File: src/rtl/bcd_pkg.sv
// Shared BCD constants and state encoding.
// Used by both the BCD-to-binary and binary-to-BCD paths.
package bcd_pkg;

  localparam int BCD_DIGITS    = 4;
  localparam int BIN_WIDTH     = 16;
  localparam int SHIFT_COUNT   = 16;
  localparam int BCD_MAX_DIGIT = 9;
  localparam int CNT_W         = 5;

  typedef enum logic {
    IDLE,
    SHIFT
  } state_t;

  function automatic logic digit_bad(
    input logic [3:0] d
  );
    return d > 4'(BCD_MAX_DIGIT);
  endfunction

endpackage

File: src/rtl/bcd_nibble_sub3.sv
// Reverse double-dabble correction for one BCD nibble.
// Subtracts 3 from a nibble holding 8 or more.
module bcd_nibble_sub3 (
  input  logic [3:0] i_nib,
  output logic [3:0] o_nib
);

  always_comb begin
    o_nib = i_nib;
    if (i_nib >= 4'd8)
      o_nib = i_nib - 4'd3;
  end

endmodule

File: src/rtl/bcd_to_bin.sv
// Sequential 4-digit BCD to 16-bit binary converter.
// Reverse double-dabble, one shift per clock.
module bcd_to_bin
  import bcd_pkg::*;
#(
  parameter int WIDTH  = BIN_WIDTH,
  parameter int DIGITS = BCD_DIGITS
) (
  input  logic             clk,
  input  logic             reset,
  input  logic             start,
  input  logic [3:0]       digit1,
  input  logic [3:0]       digit2,
  input  logic [3:0]       digit3,
  input  logic [3:0]       digit4,
  output logic [WIDTH-1:0] value,
  output logic             busy,
  output logic             done,
  output logic             err
);

  state_t               r_state;
  state_t               w_next;
  logic [WIDTH-1:0]     r_bcd;
  logic [WIDTH-1:0]     r_bin;
  logic [CNT_W-1:0]     r_cnt;
  logic [WIDTH-1:0]     r_value;
  logic                 r_busy;
  logic                 r_done;
  logic                 r_err;

  logic [2*WIDTH-1:0]   w_shifted;
  logic [WIDTH-1:0]     w_bcd_sh;
  logic [WIDTH-1:0]     w_bin_sh;
  logic [WIDTH-1:0]     w_bcd_corr;
  logic                 w_bad;
  logic                 w_last;

  assign w_bad = digit_bad(digit1) | digit_bad(digit2)
               | digit_bad(digit3) | digit_bad(digit4);

  assign w_shifted = {r_bcd, r_bin} >> 1;
  assign w_bcd_sh  = w_shifted[2*WIDTH-1:WIDTH];
  assign w_bin_sh  = w_shifted[WIDTH-1:0];

  for (genvar g = 0; g < DIGITS; g++) begin : g_nib
    bcd_nibble_sub3 u_sub3 (
      .i_nib (w_bcd_sh[4*g +: 4]),
      .o_nib (w_bcd_corr[4*g +: 4])
    );
  end

  assign w_last = (r_state == SHIFT)
               && (r_cnt == CNT_W'(SHIFT_COUNT - 1));

  always_ff @(posedge clk) begin
    if (reset)
      r_state <= IDLE;
    else
      r_state <= w_next;
  end

  always_comb begin
    w_next = r_state;
    unique case (r_state)
      IDLE: begin
        if (start && !w_bad)
          w_next = SHIFT;
      end
      SHIFT: begin
        if (w_last)
          w_next = IDLE;
      end
      default: w_next = IDLE;
    endcase
  end

  always_ff @(posedge clk) begin
    if (reset) begin
      r_bcd   <= '0;
      r_bin   <= '0;
      r_cnt   <= '0;
      r_value <= '0;
      r_busy  <= 1'b0;
      r_done  <= 1'b0;
      r_err   <= 1'b0;
    end else begin
      r_done <= 1'b0;
      unique case (r_state)
        IDLE: begin
          if (start) begin
            r_bcd <= {digit4, digit3, digit2, digit1};
            r_bin <= '0;
            r_cnt <= '0;
            if (w_bad) begin
              r_value <= '0;
              r_err   <= 1'b1;
              r_done  <= 1'b1;
            end else begin
              r_busy <= 1'b1;
            end
          end
        end
        SHIFT: begin
          r_bcd <= w_bcd_corr;
          r_bin <= w_bin_sh;
          r_cnt <= r_cnt + 1'b1;
          if (w_last) begin
            r_value <= w_bin_sh;
            r_err   <= 1'b0;
            r_done  <= 1'b1;
            r_busy  <= 1'b0;
          end
        end
        default: ;
      endcase
    end
  end

  assign value = r_value;
  assign busy  = r_busy;
  assign done  = r_done;
  assign err   = r_err;

endmodule

File: config.mk
export PLATFORM = sky130hd
export DESIGN_NAME = bcd_to_bin
export DESIGN_NICKNAME = d
export VERILOG_FILES = /design/src/rtl/bcd_pkg.sv /design/src/rtl/bcd_nibble_sub3.sv /design/src/rtl/bcd_to_bin.sv
export SDC_FILE = /design/constraint.sdc
export NUM_CORES = 1
export LEC_CHECK = 0
export CAP_MARGIN = 20
export CELL_PAD_IN_SITES_DETAIL_PLACEMENT = 1
export CELL_PAD_IN_SITES_GLOBAL_PLACEMENT = 1
export CORE_MARGIN = 2
export CORE_UTILIZATION = 35
export DETAILED_ROUTE_END_ITERATION = 7
export GPL_ROUTABILITY_DRIVEN = 0
export PLACE_DENSITY_LB_ADDON = 0.1
export SETUP_SLACK_MARGIN = 0.05
export SYNTH_ARGS = -nofsm -noshare
export SYNTH_HDL_FRONTEND = slang
export SYNTH_SLANG_ARGS = --single-unit
export TNS_END_PERCENT = 20
File: constraint.sdc
create_clock -name clk -period 5.9 [get_ports clk]
set_clock_uncertainty 0.2 [all_clocks]
set_input_delay 1.18 -clock clk [delete_from_list [all_inputs] [get_ports clk]]
set_output_delay 1.18 -clock clk [all_outputs]
set_load 0.05 [all_outputs]
run_1/m1.png
The bar under the picture is 20 µm long. Supply wires on this layer in grey.
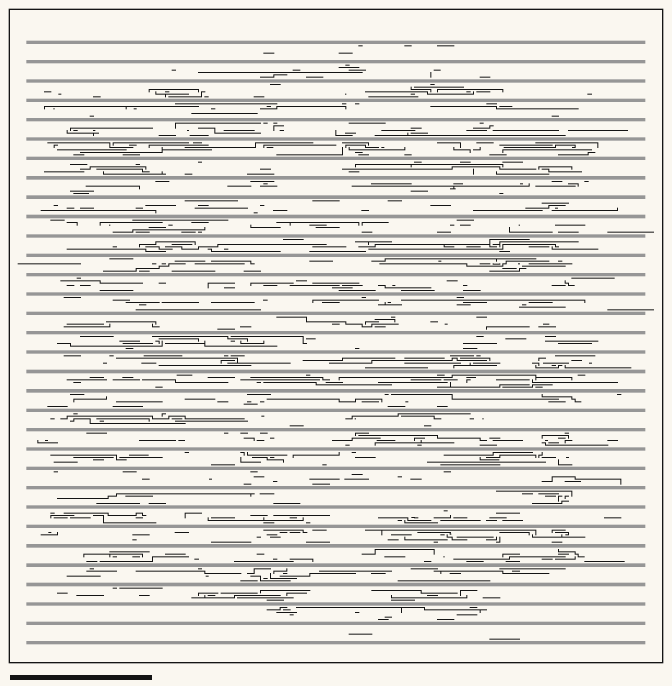
wire length on this layer: 2910 µm
share of all routed wire: 46%
nets with wire on the layer: 298
longest straight run: 26.7 µm
main direction: horizontal
Global Route met1 Usage: 18.69%
routed wire length: 6292 µm
DR vias: 2208

run_1/m2.png
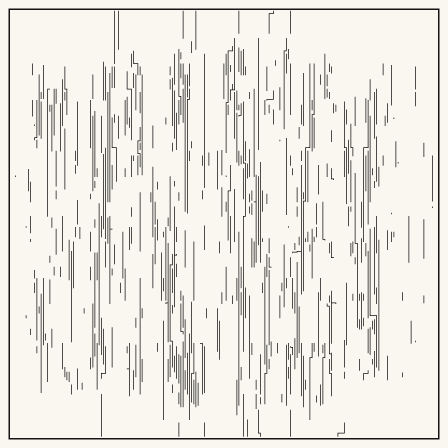
share of all routed wire: 50%
nets with wire on the layer: 293
routing usage on met2: 27.02%

==> job_summary.md, run 1 <==
### Metrics collected by this job

| Metric | Value |
|---|---|
| Status | finished, final reports clean |
| CTS Hold Bufs | 0 |
| Taps Inserted | 99 |
| Critical Path Start | digit2[1] |
| Max-cap viol count | 0 |
| Synth top cell by count | dfxtp_1 |
| Filler Cell Count | 856 |
| Worst setup SP type | input pin |
| Finished Layout Cells | 411 |
| RSZ-0062 raised after global routing | no |
| Sequential Power Share | 56.7% |
| M1 wire length | 2907 µm |
| Comb/total area | 43.92% |
| Post-cts sizing count | 0 |
| Synthesized Nets | 320 |
| Highest Signal Layer | met4 |
| Post-CTS setup buffer count | 0 |
| Final instance area | 3131 µm² |
| Bufs and invs on worst path | 1 |
| Highest-power group | registers |
| Initial DRC count | 65 |
| CP Max Fanout | 20 |
| Main synth FF type | dfxtp_1 |
| Reg-to-Reg End | value[12] |
| Dominant logic cell types in the final layout | dfxtp_1, clkdlybuf4s50_1, nor2_1 |
| Syn avg cell area | 9.160 µm² |
| Worst-margin pin slew | 1003 ps |
| Simple Share, Synth | 17.81% |
| Int Power | 0.0005240 W |
| Mux frac, synth | 5.315% |
| Comb. pwr | 0.0000904 W |
| Global-route wire length before repair | 10450 µm |
| Yosys xor share | 1.958% |
| Compound-cell area share of the yosys netlist | 22.42% |
| DP Area | 3019 µm² |
| Pwr dens | 226.4 nW/µm² |
| Num ports | 38 |
| Detailed placement HPWL | 3985 µm |
| CLK BUF | 6 |
run_1/m3.png
The bar under the picture is 20 µm long.
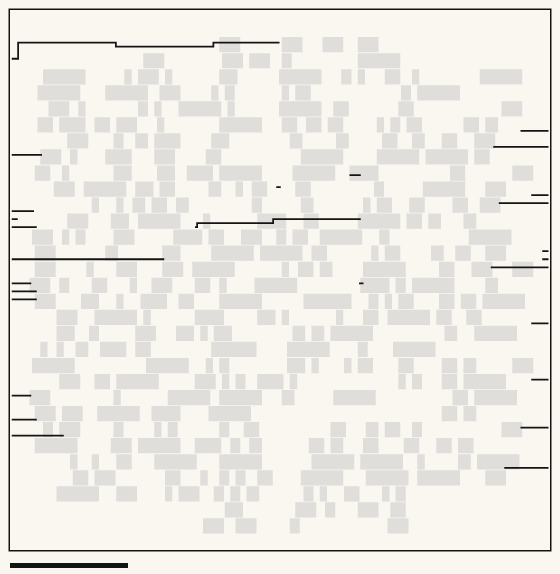
longest straight run: 25.5 µm
share of all routed wire: 3.1%
main direction: horizontal
wire length on this layer: 197 µm
nets with wire on the layer: 24
met3 usage: 2.988%

run_1/clock_nets.png
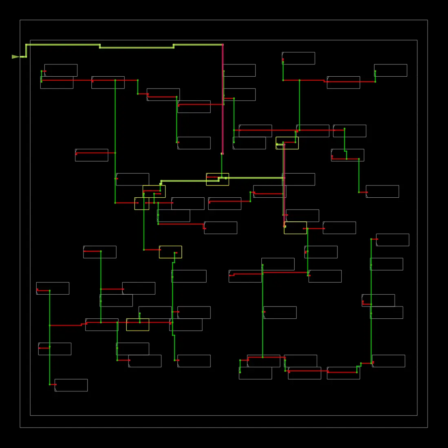
Inserted Clock Buffers: 5
clock sinks: 56
clock latency on the worst-skew pair: 300 ps

run_1/gates.png
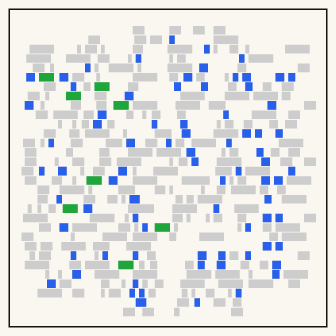

--- run 2 (diff from run 1) ---
==> constraint.sdc (replaced) <==
create_clock -name clk -period 2.8 [get_ports clk]
set_clock_uncertainty 0.2 [all_clocks]
set_input_delay 0.56 -clock clk [delete_from_list [all_inputs] [get_ports clk]]
set_output_delay 0.56 -clock clk [all_outputs]
set_load 0.05 [all_outputs]
run_2/gates.png
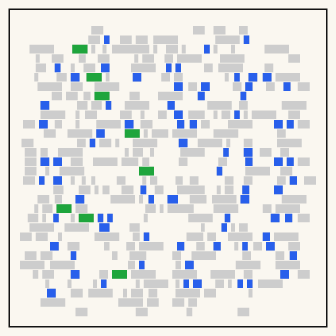
[fa/ha/maj cells] green | cells: 8
[aoi and oai cells] blue | cells: 77 | where: widely spread
most used logic cell in the final layout: dfxtp_1
Finished Layout Cells: 418

==> job_summary.md, run 2 <==
### Metrics collected by this job

| Metric | Value |
|---|---|
| Reg-to-Reg End | value[0] |
| Synth top cell by count | dfxtp_1 |
| Global Route met1 Usage | 19.61% |
| Sequential Power Share | 52.5% |
| Num ports | 38 |
| Comb. pwr | 0.000196 W |
| Synthesized Nets | 320 |
| CLK BUF | 6 |
| Mux frac, synth | 5.315% |
| Global-route wire length before repair | 11030 µm |
| Filler Cell Count | 843 |
| Post-CTS setup buffer count | 0 |
| Taps Inserted | 99 |
| Yosys xor share | 1.958% |
| Dominant logic cell types in the final layout | dfxtp_1, clkdlybuf4s50_1, nor2_1 |
| Detailed placement HPWL | 4515 µm |
| Worst setup SP type | register |
| Pwr dens | 504.0 nW/µm² |
| Highest Signal Layer | met4 |
| Status | finished, final reports clean |
| Critical Path Start | value[15] |
| Final instance area | 3206 µm² |
| DR vias | 2258 |
| Highest-power group | registers |
No activity file was given, so power comes from the tool's default toggle rates.
